### config.mk
export PLATFORM = sky130hd
export DESIGN_NAME = mac_array_ctrl
export DESIGN_NICKNAME = d
export VERILOG_FILES = /design/src/rtl/mac_array_ctrl.sv
export SDC_FILE = /design/constraint.sdc
export NUM_CORES = 1
export LEC_CHECK = 0
export CAP_MARGIN = 20
export CORE_MARGIN = 2
export CORE_UTILIZATION = 52
export CTS_CLUSTER_DIAMETER = 150
export DETAILED_ROUTE_END_ITERATION = 8
export GPL_ROUTABILITY_DRIVEN = 0
export PLACE_DENSITY = 0.82
export RECOVER_POWER = 100
export SLEW_MARGIN = 20
export SYNTH_ARGS = -nofsm -noshare
export SYNTH_HDL_FRONTEND = slang
export SYNTH_SLANG_ARGS = --single-unit
### constraint.sdc
create_clock -name clk -period 1.65 [get_ports clk]
set_input_delay 0.33 -clock clk [delete_from_list [all_inputs] [get_ports clk]]
set_output_delay 0.33 -clock clk [all_outputs]
set_load 0.02 [all_outputs]
### src/rtl/mac_array_ctrl.sv
// Sequencer for the MAC column array: streams key words from kmem, then query
// words from qmem under output-FIFO backpressure, drains the pipeline and pulses done.
module mac_array_ctrl #(
    parameter int load_len  = 9,
    parameter int drain_len = 12,
    parameter int addr_bw   = 4
) (
    input  logic               clk,
    input  logic               reset,
    input  logic               start,
    input  logic [addr_bw-1:0] num_q,
    input  logic               ofifo_full,
    output logic               busy,
    output logic               done,
    output logic               kmem_rd,
    output logic [addr_bw-1:0] kmem_addr,
    output logic               qmem_rd,
    output logic [addr_bw-1:0] qmem_addr,
    output logic [1:0]         inst,
    output logic [addr_bw-1:0] q_issued
);

    localparam int CW = (addr_bw > $clog2(load_len)) ? addr_bw : $clog2(load_len);
    localparam int DW = $clog2(drain_len + 2);

    localparam logic [2:0] S_IDLE  = 3'd0;
    localparam logic [2:0] S_LOAD  = 3'd1;
    localparam logic [2:0] S_EXEC  = 3'd2;
    localparam logic [2:0] S_DRAIN = 3'd3;
    localparam logic [2:0] S_DONE  = 3'd4;

    localparam logic [CW-1:0]      CNT_ONE   = CW'(1);
    localparam logic [CW-1:0]      LOAD_LAST = CW'(load_len - 1);
    localparam logic [DW-1:0]      DRN_ONE   = DW'(1);
    // The drain counter starts on the edge that issues the final read, so it
    // also covers the SRAM latency cycle before the last array instruction.
    localparam logic [DW-1:0]      DRN_LAST  = DW'(drain_len + 1);
    localparam logic [addr_bw-1:0] Q_ONE     = addr_bw'(1);

    logic [2:0]         state_reg, state_next;
    logic [CW-1:0]      cnt_reg, cnt_next;
    logic [DW-1:0]      dcnt_reg, dcnt_next;
    logic [addr_bw-1:0] nq_reg, nq_next;
    logic               busy_reg, busy_next;
    logic               done_reg, done_next;
    logic               kmem_rd_reg, kmem_rd_next;
    logic [addr_bw-1:0] kmem_addr_reg, kmem_addr_next;
    logic               qmem_rd_reg, qmem_rd_next;
    logic [addr_bw-1:0] qmem_addr_reg, qmem_addr_next;
    logic [1:0]         inst_reg, inst_next;
    logic [addr_bw-1:0] q_issued_reg, q_issued_next;
    logic [CW-1:0]      cnt_inc;

    assign cnt_inc = cnt_reg + CNT_ONE;

    always_comb begin
        state_next     = state_reg;
        cnt_next       = cnt_reg;
        dcnt_next      = dcnt_reg;
        nq_next        = nq_reg;
        busy_next      = busy_reg;
        done_next      = 1'b0;
        kmem_rd_next   = 1'b0;
        kmem_addr_next = kmem_addr_reg;
        qmem_rd_next   = 1'b0;
        qmem_addr_next = qmem_addr_reg;
        q_issued_next  = q_issued_reg;
        // Array instruction follows the SRAM read by one cycle; a stalled
        // issue leaves qmem_rd low and so becomes a bubble.
        inst_next      = {qmem_rd_reg, kmem_rd_reg};

        case (state_reg)
            S_IDLE: begin
                if (start) begin
                    state_next     = S_LOAD;
                    busy_next      = 1'b1;
                    cnt_next       = '0;
                    nq_next        = num_q;
                    q_issued_next  = '0;
                    kmem_addr_next = '0;
                    qmem_addr_next = '0;
                end
            end
            S_LOAD: begin
                kmem_rd_next   = 1'b1;
                kmem_addr_next = cnt_reg[addr_bw-1:0];
                if (cnt_reg == LOAD_LAST) begin
                    cnt_next   = '0;
                    dcnt_next  = '0;
                    state_next = (nq_reg == '0) ? S_DRAIN : S_EXEC;
                end else begin
                    cnt_next = cnt_inc;
                end
            end
            S_EXEC: begin
                qmem_addr_next = cnt_reg[addr_bw-1:0];
                if (!ofifo_full) begin
                    qmem_rd_next  = 1'b1;
                    q_issued_next = q_issued_reg + Q_ONE;
                    cnt_next      = cnt_inc;
                    if (cnt_inc == CW'(nq_reg)) begin
                        dcnt_next  = '0;
                        state_next = S_DRAIN;
                    end
                end
            end
            S_DRAIN: begin
                if (dcnt_reg == DRN_LAST) begin
                    state_next = S_DONE;
                    done_next  = 1'b1;
                    busy_next  = 1'b0;
                end else begin
                    dcnt_next = dcnt_reg + DRN_ONE;
                end
            end
            S_DONE: begin
                state_next = S_IDLE;
            end
            default: begin
                state_next = S_IDLE;
                busy_next  = 1'b0;
            end
        endcase
    end

    always_ff @(posedge clk or negedge reset) begin
        if (!reset) begin
            state_reg     <= S_IDLE;
            cnt_reg       <= '0;
            dcnt_reg      <= '0;
            nq_reg        <= '0;
            busy_reg      <= 1'b0;
            done_reg      <= 1'b0;
            kmem_rd_reg   <= 1'b0;
            kmem_addr_reg <= '0;
            qmem_rd_reg   <= 1'b0;
            qmem_addr_reg <= '0;
            inst_reg      <= 2'b00;
            q_issued_reg  <= '0;
        end else begin
            state_reg     <= state_next;
            cnt_reg       <= cnt_next;
            dcnt_reg      <= dcnt_next;
            nq_reg        <= nq_next;
            busy_reg      <= busy_next;
            done_reg      <= done_next;
            kmem_rd_reg   <= kmem_rd_next;
            kmem_addr_reg <= kmem_addr_next;
            qmem_rd_reg   <= qmem_rd_next;
            qmem_addr_reg <= qmem_addr_next;
            inst_reg      <= inst_next;
            q_issued_reg  <= q_issued_next;
        end
    end

    assign busy      = busy_reg;
    assign done      = done_reg;
    assign kmem_rd   = kmem_rd_reg;
    assign kmem_addr = kmem_addr_reg;
    assign qmem_rd   = qmem_rd_reg;
    assign qmem_addr = qmem_addr_reg;
    assign inst      = inst_reg;
    assign q_issued  = q_issued_reg;

endmodule

### Gate families picked out, run 1

Scale: 4 px per um.
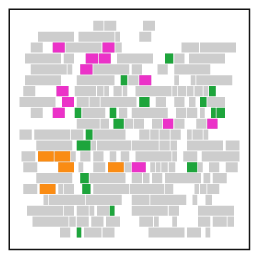
Green shows nand cells, cells 17. Magenta shows non-inverting ao/oa cells, cells 12. Orange shows mux cells, cells 5.
non-filler cells in the finished layout: 219
logic share of the area: 0.3721
Commonest Layout Cell: dfrtp_1

### Routed clock nets over the placement, run 1

Scale: 8 px per um.
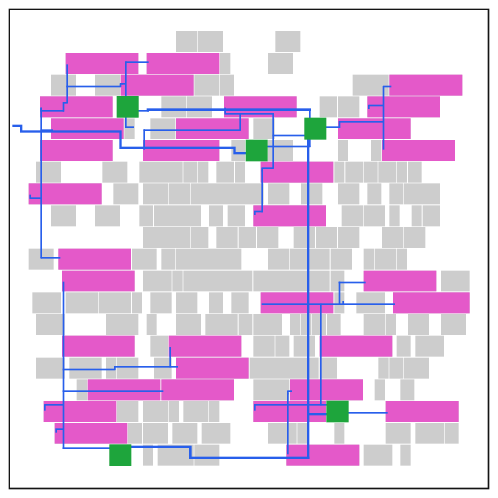
Magenta shows flip-flops, count 33. Blue shows clock wires, length 375 um. Green shows clock drivers, count 5.
Position of the flops: spread over the die. There are 6 routed clock nets.
Clock Power Share: 0.105
Insertion Delay late pin: 0.33 ns
Clk power: 419 uW

### Clock nets, run 1

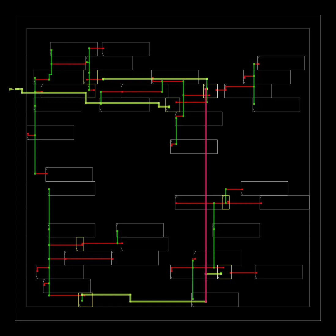
number of clock-tree buffers in the layout: 8
Num Clock Sinks: 33
Num CTS Buffers: 5

==> reports/qor.yml, run 1 <==
grt_usage: 0.2236
ir_drop_v: 0.0009066
status: "finished, final reports clean"
synth_top_area_share: 0.5116
ys_area_mm2: 0.001614
worstPathCellList: "clkdlybuf4s50_1"
tool_warnings: 28
critical_path_buf_inv_count: 1
place_inst: 210
cts_max_path_buffers: 2
grt_pass1_vias: 1229
holdBufCountCts: 0
yosysWarnings: 0
chipArea_mm2: 0.003566
drc: 0
hp-class: "flip-flop to flip-flop"
drv_slew: 0
dieHeight_um: 59.72
hpwl_um: 2471
mi_logic_area_um2: 760.7
core_util_floorplan: 0.5375
register_area_um2: 828.3
tritoncts: "done"
critPathMaxStageDelay_ns: 0.61
yosys.area.top_type: "dfrtp_1"
hold_viol: 0
fin_crit_ns: 1.617
path_delay_family: "buffers and inverters"
cp-end-kind: "output pin"
worst_pin_slew_ns: 0.7907
gr-total-overflow: 0
clock-root-buffer: "clkbuf_4"
fillers: 235
yosysUniqueCellTypes: 37
ant_nets: 0
synth.most_common_cell: "dfrtp_1"
whs_ns: 0.3819
antenna_found_initial: 0
cp.required_ns: 1.32
yosys.stat.seqShare: 0.5116
cp_max_fo: 1
synth.top_cells.by_count: "dfrtp_1 (33), nor2_1 (11), o21ai_0 (10)"
io_buffers: 25
synthTopCellsByArea: "dfrtp_1 (51%), a22o_1 (4.3%), ha_1 (3.9%), mux2_2 (3.5%), o21ai_0 (3.1%)"
ff_type: "dfrtp_1"
fin_area_mm2: 0.002044
drt_iter0_markers: 74
finalCritPeriodShare: 0.9799
syn_nets: 154
ys.flops: 33
vias: 1256
final_cell_mix: "dfrtp_1 (31), buf_4 (13), dlygate4sd2_1 (12)"
rows: 20
p_per_area_mw_per_mm2: 1943
drt_wl_total_um: 3416
syn_area_per_cell_um2: 11.45
skew_ns: 0.004772
path_class: "flip-flop to output pin"
rrSetupSlack_ns: 0.05
pin_count: 26
timing.fmax_ghz: 0.6185
area_growth_pct: 26.67
avgViaCountPerCell: 5.735
clk_pin_slew_worst_paths_ns: 0.09
drv_cap: 0
nets: 198
core_mm2: 0.003003
cp-start-kind: "flip-flop"
netlist_instances: 141
crit_arrival_ns: 1.29
drive_above_1_share: 0.2097
cp_slowest_cell: "clkdlybuf4s50_1"
die_x_um: 59.72
ys_async_sr_fraction: 1.000
tns_ns: 0
ys_cells: 141
wl_per_cell_um: 15.60
antenna_cells: 0
slew-limit-headroom: 0.4729
drtPass1Iterations: 5
leakage_nw: 0.9529
htreeDepth: 2
synth-edff-count: 0
syn-cell-area_mm2: 0.001614
post_dp_cell_area_mm2: 0.001993
grt_pass1_wl_um: 5713
setup_viol: 0
grt_max_degree: 34
## run 1: report_power, final
group	switching (mW)	internal (mW)
Sequential	0.310	1.13
Clock	0.249	0.169
Combinational	1.10	1.02
## run 1: path summary, 6_finish.rpt
path / start / to / depth (start not counted)
max in group asynchronous: reset / cnt_reg[1] / 2
min: kmem_rd / inst[0] / 0
max: inst[1] / inst[1] / 1
min in group asynchronous: reset / busy / 2
max reg2reg: state_reg[0] / cnt_reg[2] / 6
min reg2reg: kmem_rd / inst[0] / 0
## run 1: per-layer routing
layer / routed length (um) / GRT usage / up-vias
met5: 0 / 0 / -
met4: 41 / 0.06984 / 0
met3: 163 / 0.08009 / 3
met2: 1737 / 0.3509 / 30
met1: 1473 / 0.2902 / 620
li1: - / - / 603
## run 1: per-stage QoR
step	power, mW	util	setup slack, ns
after floorplan	2.711	-	0.1285
after global routing	4.299	0.6808	-0.01194
after CTS	3.920	0.6767	0.001934
final	3.972	0.6808	0.03323
after detailed placement	3.551	0.6638	-0.07713
after global placement	3.442	0.6638	-0.03272
## run 1: repair_timing
action,4_1_cts,5_1_grt
resized,13,10
pin swaps,0,4
setup endpoints to repair,14,10
hold endpoints to repair,0,0
setup buffers,0,1
## run 1: cell type report
type | instances | share of cell area
multi-input combinational | 95 | 0.3721
tap | 33 | 0.02020
clock buffer | 8 | 0.02387
timing repair buffer | 42 | 0.1640
inverter | 8 | 0.01469
sequential | 33 | 0.4051
## run 1: logic make-up (layout without fill, tap and decap cells)
logic type	Yosys count	count (layout)	share of synthesized area
buffers and inverters	13	58	0.03876
multiplexers	5	5	0.03488
AND-OR/OR-AND	38	38	0.1659
AND/OR/NAND/NOR	40	40	0.1636
flip-flops	33	33	0.5116
XOR/XNOR	7	7	0.04651
adder cells (fa/ha/maj)	5	5	0.03876
==> run 1 -> run 2 <==
- GPL_ROUTABILITY_DRIVEN: 0 -> 1
### Met3 routing, run 2

Scale: 8 px per um.
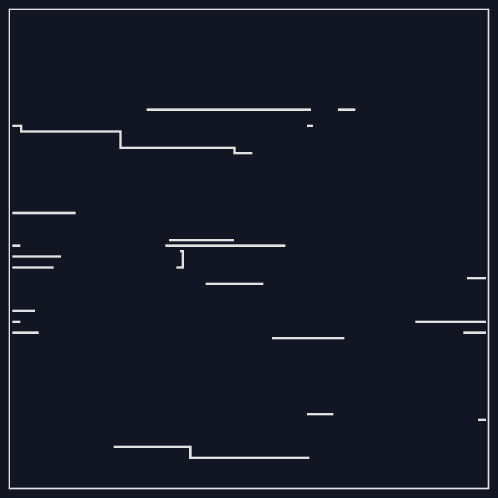
The longest straight run is 20.2 um. The layer holds 4.8% of the routed length. The wires run mostly horizontal.
detailed-route via count: 1256
final WL: 3416 um

==> run 2 against run 1 <==
Sequential power barely moved. Synthesized cell count did not move. Sequential cell count did not move. Register-to-register slack barely moved. Wire length did not move. Clock-buffer cell count did not move. First-iteration DRC count did not move. Combinational power barely moved. Worst hold slack did not move.
==> reports/qor.yml, run 2 <==
status: "finished, final reports clean"
p_int_mw: 2.312  # unchanged
timing.fmax_ghz: 0.6185  # unchanged
drtPass1Iterations: 5  # unchanged
hold_viol: 0  # unchanged
cp-start-kind: "flip-flop"
tritoncts: "done"
worst_pin_slew_ns: 0.7907  # unchanged
final_common_cell: "dfrtp_1"
cp-end-kind: "output pin"
synth_top_area_share: 0.5116  # unchanged
cts_max_path_buffers: 2  # unchanged
place_inst: 210  # unchanged
tool_warnings: 28  # unchanged
ys_area_mm2: 0.001614  # unchanged
pin_count: 26  # unchanged
reg2reg_to: "cnt_reg[2]"
combPwrFrac: 0.533  # about the same
synth-edff-count: 0  # unchanged
path_delay_family: "buffers and inverters"
aoi_share: 0.1659  # unchanged
yosysUniqueCellTypes: 37  # unchanged
synthTopCellsByArea: "dfrtp_1 (51%), a22o_1 (4.3%), ha_1 (3.9%), mux2_2 (3.5%), o21ai_0 (3.1%)"
grt_pass1_wl_um: 5713  # unchanged
wl_per_cell_um: 15.60  # unchanged
avgViaCountPerCell: 5.735  # unchanged
yosysWarnings: 0  # unchanged
worstRegToRegCells: 6  # unchanged
skew_ns: 0.004772  # unchanged
post-route-util: 0.6808  # unchanged
finalNonFillerCells: 219  # unchanged
clock-sinks: 33  # unchanged
cp_slowest_cell: "clkdlybuf4s50_1"
r2r-start: "state_reg[0]"
netlist_instances: 141  # unchanged
syn_nets: 154  # unchanged
grt_usage: 0.2236  # unchanged
synthTopLogicFamily: "AND-OR/OR-AND gates"
antenna_cells: 0  # unchanged
ant_nets: 0  # unchanged
rrSetupSlack_ns: 0.05  # about the same
post_dp_cell_area_mm2: 0.001993  # unchanged
drive_above_1_share: 0.2097  # unchanged
nets: 198  # unchanged
worstPathCellList: "clkdlybuf4s50_1"
drv_cap: 0  # unchanged
grt_pass1_vias: 1229  # unchanged
core_mm2: 0.003003  # unchanged
hp-class: "flip-flop to flip-flop"
slew-limit-headroom: 0.4729  # unchanged
critPathMaxStageDelay_ns: 0.61  # about the same
drc: 0  # unchanged
simple_gate_area_frac: 0.1636  # unchanged
clkPwrFrac: 0.105  # about the same
cp_max_fo: 1  # unchanged
htreeDepth: 2  # unchanged
ys_async_sr_fraction: 1.000  # unchanged
die_x_um: 59.72  # unchanged
cp.required_ns: 1.32  # about the same
fillers: 235  # unchanged
clkLatencyLatePin_ns: 0.33  # about the same
sw_frac_of_total: 0.4179  # unchanged
rows: 20  # unchanged
path_class: "flip-flop to output pin"
holdBufCountCts: 0  # unchanged
synth.most_common_cell: "dfrtp_1"
p_seq_frac: 0.362  # about the same
gr-total-overflow: 0  # unchanged
power_mw: 3.972  # unchanged
ys_cells: 141  # unchanged
p_per_area_mw_per_mm2: 1943  # unchanged
drt_iter0_markers: 74  # unchanged
io_buffers: 25  # unchanged
antenna_found_initial: 0  # unchanged
place_ws_ns: -0.07713  # unchanged
cts_buffers: 5  # unchanged
yosys.area.top_type: "dfrtp_1"
ys_sh_mux: 0.03488  # unchanged
-- run 2: cell type report --
| cell class | count | area, um^2 | share of cell area |
|---|---|---|---|
| Clock buffer | 8 | 48.80 | 0.02387 |
| Inverter | 8 | 30.03 | 0.01469 |
| Multi-Input combinational cell | 95 | 760.7 | 0.3721 |
| Sequential cell | 33 | 828.3 | 0.4051 |
| Tap cell | 33 | 41.29 | 0.02020 |
| Timing Repair Buffer | 42 | 335.3 | 0.1640 |
-- run 2: power groups by stage --
stage | Clock (mW) | Sequential [mW] | Combinational, mW
2_1_floorplan | 0 | 1.56 | 1.15
3_3_place_gp | 0 | 1.42 | 2.02
3_5_place_dp | 0 | 1.45 | 2.10
4_1_cts | 0.438 | 1.43 | 2.05
5_1_grt | 0.470 | 1.49 | 2.34
6_report | 0.419 | 1.44 | 2.12
-- run 2: how the worst min path moves through the flow --
stage / start / to / slack, ns / depth (start not counted)
floorplan: reset / busy / 0.03 / 0
global placement: qmem_rd / inst[1] / 0.36 / 0
detailed placement: kmem_rd / inst[0] / 0.37 / 0
CTS: reset / busy / 0.38 / 2
global route: kmem_rd / inst[0] / 0.41 / 0
finish: kmem_rd / inst[0] / 0.38 / 0
-- run 2: per-layer routing --
layer,global-route usage,vias up,wire (um)
met5,0,-,0
met4,0.06984,0,41
met3,0.08009,3,163
met2,0.3509,30,1737
met1,0.2902,620,1473
li1,-,603,-
-- run 2: what timing repair did --
item | in CTS | in global routing
endpoints found under the setup margin | 14 | 10
pin swaps | 0 | 4
setup buffers | 0 | 1
endpoints found under the hold margin | 0 | 0
resized | 13 | 10
-- run 2: worst reg2reg max path: stages, from the launching register on --
cell      delay (ns)
dfrtp_1         0.47
buf_4           0.19
o21ai_0         0.16
o311a_1         0.28
clkbuf_4        0.18
a31oi_1         0.09
a31oi_1         0.17
Power figures rest on the tool's default switching activity, not on a simulated workload.
